[src/rtl/mux8_word_serializer_pkg.sv]
// Shared definitions for the mux8 word serializer.
//   state_e  : FSM encoding (StIdle = 1'b0, StShift = 1'b1)
//   LAST_SEL : final counter position of a word
//   sel_of() : maps the bit counter to the mux select for a given bit order
package mux8_word_serializer_pkg;

    typedef enum logic {
        StIdle  = 1'b0,
        StShift = 1'b1
    } state_e;

    localparam logic [2:0] LAST_SEL = 3'd7;

    // LSB-first walks the select upward with the counter; MSB-first mirrors it.
    function automatic logic [2:0] sel_of(input logic [2:0] cnt, input bit msb_first);
        return msb_first ? (LAST_SEL - cnt) : cnt;
    endfunction

endpackage

[src/rtl/mux8_word_serializer_mux8_sel.sv]
// Purely combinational 8:1 bit multiplexer.
//   hold [7:0] : data word
//   sel  [2:0] : select {s2,s1,s0}
//   y          : hold[sel]
module mux8_sel (
    input  logic [7:0] hold,
    input  logic [2:0] sel,
    output logic       y
);

    always_comb begin
        y = 1'b0;
        unique case (sel)
            3'd0: y = hold[0];
            3'd1: y = hold[1];
            3'd2: y = hold[2];
            3'd3: y = hold[3];
            3'd4: y = hold[4];
            3'd5: y = hold[5];
            3'd6: y = hold[6];
            3'd7: y = hold[7];
            default: y = 1'b0;
        endcase
    end

endmodule

[src/rtl/mux8_word_serializer.sv]
// Parallel-to-serial front end: accepts an 8-bit word over valid/ready, holds it, and sweeps
// a 3-bit select through an 8:1 mux so one bit per clock leaves on ser_out.
//   clk, rst            : rising-edge clock, asynchronous active-high reset
//   din, load_valid     : parallel word and its valid
//   load_ready          : word can be accepted this cycle
//   stall               : consumer back-pressure, freezes the sweep
//   sel                 : current mux select
//   ser_out, ser_valid  : serial bit and its valid
//   frame_start/end     : first / last bit of a word
//   busy                : a word is in flight
module mux8_word_serializer
    import mux8_word_serializer_pkg::*;
#(
    parameter bit MSB_FIRST = 1'b0
) (
    input  logic       clk,
    input  logic       rst,
    input  logic [7:0] din,
    input  logic       load_valid,
    output logic       load_ready,
    input  logic       stall,
    output logic [2:0] sel,
    output logic       ser_out,
    output logic       ser_valid,
    output logic       frame_start,
    output logic       frame_end,
    output logic       busy
);

    state_e     state_q, state_d;
    logic [2:0] cnt_q, cnt_d;
    logic [7:0] hold_q, hold_d;
    logic       accept;
    logic       mux_y;

    always_ff @(posedge clk or posedge rst) begin
        if (rst) begin
            state_q <= StIdle;
            cnt_q   <= 3'd0;
            hold_q  <= 8'd0;
        end else begin
            state_q <= state_d;
            cnt_q   <= cnt_d;
            hold_q  <= hold_d;
        end
    end

    // Ready either when idle or on the last unstalled bit, which lets words stream gap-free.
    always_comb begin
        load_ready = (state_q == StIdle) ||
                     ((state_q == StShift) && (cnt_q == LAST_SEL) && !stall);
        accept     = load_valid && load_ready;
    end

    always_comb begin
        state_d = state_q;
        cnt_d   = cnt_q;
        hold_d  = hold_q;
        case (state_q)
            StIdle: begin
                if (accept) begin
                    hold_d  = din;
                    cnt_d   = 3'd0;
                    state_d = StShift;
                end
            end
            StShift: begin
                if (!stall) begin
                    if (cnt_q == LAST_SEL) begin
                        if (accept) begin
                            hold_d = din;
                            cnt_d  = 3'd0;
                        end else begin
                            state_d = StIdle;
                        end
                    end else begin
                        cnt_d = cnt_q + 3'd1;
                    end
                end
            end
            default: state_d = StIdle;
        endcase
    end

    always_comb begin
        sel = sel_of(cnt_q, MSB_FIRST);
    end

    mux8_sel u_mux8_sel (
        .hold (hold_q),
        .sel  (sel),
        .y    (mux_y)
    );

    always_comb begin
        busy        = (state_q == StShift);
        ser_out     = busy && mux_y;
        ser_valid   = busy && !stall;
        frame_start = ser_valid && (cnt_q == 3'd0);
        frame_end   = ser_valid && (cnt_q == LAST_SEL);
    end

endmodule

[config.mk]
export PLATFORM = sky130hd
export DESIGN_NAME = mux8_word_serializer
export DESIGN_NICKNAME = d
export VERILOG_FILES = /design/src/rtl/mux8_word_serializer_pkg.sv /design/src/rtl/mux8_word_serializer_mux8_sel.sv /design/src/rtl/mux8_word_serializer.sv
export SDC_FILE = /design/constraint.sdc
export NUM_CORES = 1
export LEC_CHECK = 0
export CORE_MARGIN = 3
export CORE_UTILIZATION = 39
export DETAILED_ROUTE_END_ITERATION = 7
export GPL_TIMING_DRIVEN = 0
export HOLD_SLACK_MARGIN = 0.15
export PLACE_DENSITY = 0.73
export SYNTH_ARGS = -nofsm -noshare
export SYNTH_HDL_FRONTEND = slang
export SYNTH_HIERARCHICAL = 1
export SYNTH_SLANG_ARGS = --single-unit
export TNS_END_PERCENT = 10
[constraint.sdc]
create_clock -name clk -period 1.6 [get_ports clk]
set_clock_uncertainty 0.1 [all_clocks]
set_input_delay 0.24 -clock clk [delete_from_list [all_inputs] [get_ports clk]]
set_output_delay 0.24 -clock clk [all_outputs]
set_load 0.03 [all_outputs]
Figure 1. Met3 routing.
(10 px per um)
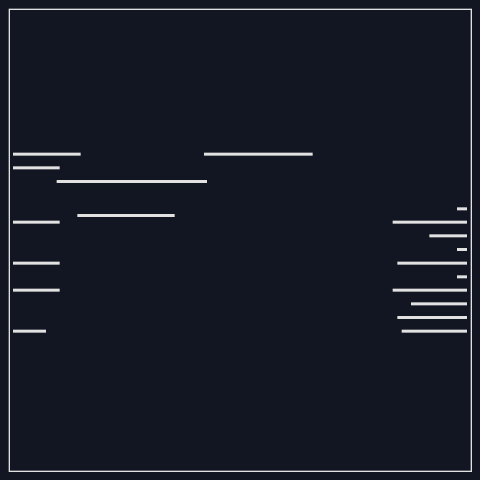
nets with wire on the layer	17
longest straight run	14.7 um
number of vias after detailed routing: 446
GRT met3 Usage: 0.0703
total wirelength of the detailed-routed design: 1.22 mm

Figure 2. Selected gate families.
(6 px per um)
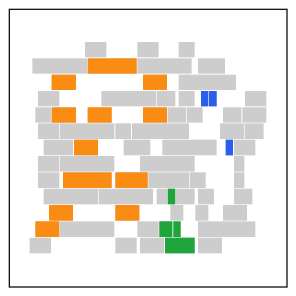
color	family	cells
blue	inverters	3
orange	multiplexers	12
green	NAND gates	4
most common cell after layout, fill and taps aside: sky130_fd_sc_hd__clkdlybuf4s50_1
post-route non-filler standard cell count: 85
fraction of standard cell area in multi-input logic: 0.360

==> out/notes.md <==
At the end of routability-driven placement, the weighted congestion stood at 0.700. The synthesized-area fraction occupied by and/or/nand/nor cells was 0.112. With the number of stages on the worst setup path at 4, the reported sequential group power is 556 uW. The run gives 2 as the buffers inserted during post-CTS setup optimization. Most frequent cell after synthesis: sky130_fd_sc_hd__dfrtp_1. The worst-case reg-to-reg setup slack stands at -150 ps. According to the CTS report, the clock sink count is 12.

The detail route stage leaves a number of antenna-violating nets equal to 0. The fraction of the yosys area taken by sequential cells is 0.480, and the total number of nets in the final design is 86. The fraction of final layout cells sized beyond drive strength 1 is 0.457, and the warning total across the stage logs is 30. Post-route cell area: 905 um^2.

Synthesis inferred 12 register bits. The area-dominant cell class after layout was logic gates. TritonCTS built the clock tree. The synthesized instance count is 44. The adder and majority gate portion of the synthesized area was 0.0600; the xor/xnor share of the synthesized area was 0. The design draws 1590 uW.

The flip-flop and latch count was 12. Unique cell type count in the Yosys netlist: 15. Clock latency on the worst-skew pair, taken at its later pin, is 280 ps.

After synthesis, the chip area reported by Yosys is 626 um^2. In this run the count of I/O pins placed on the die edge is 21. Setup repair after global routing could not meet its margin everywhere. The arrival time of the worst setup path came out at 1800 ps.

The slowest stage of the critical path is the sky130_fd_sc_hd__mux4_2 cell. The total clock network power came out at 246 uW. Initial cell density of the core: 0.447.

The run gives 1030 uW as the cell-internal power. The top cell types in the final layout, fill and taps aside, are 11 x sky130_fd_sc_hd__clkdlybuf4s50_1, 9 x sky130_fd_sc_hd__mux2_2, 9 x sky130_fd_sc_hd__dfrtp_1. For the final design utilization, the log shows 0.647.

For this run, the leading register cell type out of synthesis is sky130_fd_sc_hd__dfrtp_1. The filler cells instantiated in the layout total 109. After routing, the total negative slack on setup checks comes to -2530 ps. The final worst-path setup slack came out at -540 ps. The run gives 1.00 for the fraction of registers with async set/reset. 0 antenna diodes ended up in the layout.

STA lists the startpoint of the worst register-to-register path as sel[0]. Non-clock buffers in the final layout number 22. The worst setup path is captured at a primary output. In the setup report, the worst path falls into the class reg2out. The run gives 0 as the number of hold-repair buffers added at the cts stage. The largest delay contributor family on the critical path was multiplexers.

The run finished, with violations left. The tools report the number of global-route vias before repair as 506. STA classifies the critical path startpoint as a register. The run gives 842 um^2 as the post-place instance area. With the met1 global-route usage at 0.165, the total core area is 1400 um^2. The port buffer count is 20, and the initial detailed-routing violation count is 4.

The topmost layer with routed signal wires is met4. Endpoints with negative setup slack in the final report add up to 13. The final HPWL from detailed placement was 911 um; the yosys synthesis warning count was 6.

Register with the highest flop count: hold_q. The clock buffer count from CTS came out at 3. OpenSTA lists the critical path startpoint as sel[0]. The clock network area share is 0.0401, and the final period utilization is 1.34. Dominant cell type by area after synthesis: sky130_fd_sc_hd__dfrtp_1.

Per the OpenROAD power report, leakage power amounts to 0.000409 uW. The number of nets handed over by synthesis was 59. Met2 track utilization from global routing: 0.272.

Type of the worst min-delay path: in2async. The checks that failed: negative setup slack. Highest attainable clock frequency: 467 MHz.

Per STA, the worst path is made up of mux4_2, mux2_4, and2_4, buf_6. The report counts max-capacitance violations totalling 0. Hold violation count in the final report: 0. The total number of H-tree levels was 1.

Non-clock inverters in the final layout number 3. The report lists the number of cells resized after CTS as 32. Register clock-pin slew on the reported worst setup and hold paths: 90 ps. The first global-routing pass estimated 2.24 mm of wire.

For the global router's overall resource usage, the log shows 0.154. Most utilized layer in the global route result: met2. With the count of clock-net buffers in the final layout at 4, the power consumed by combinational cells is 787 uW.
Power is estimated from default activity; no workload was simulated.
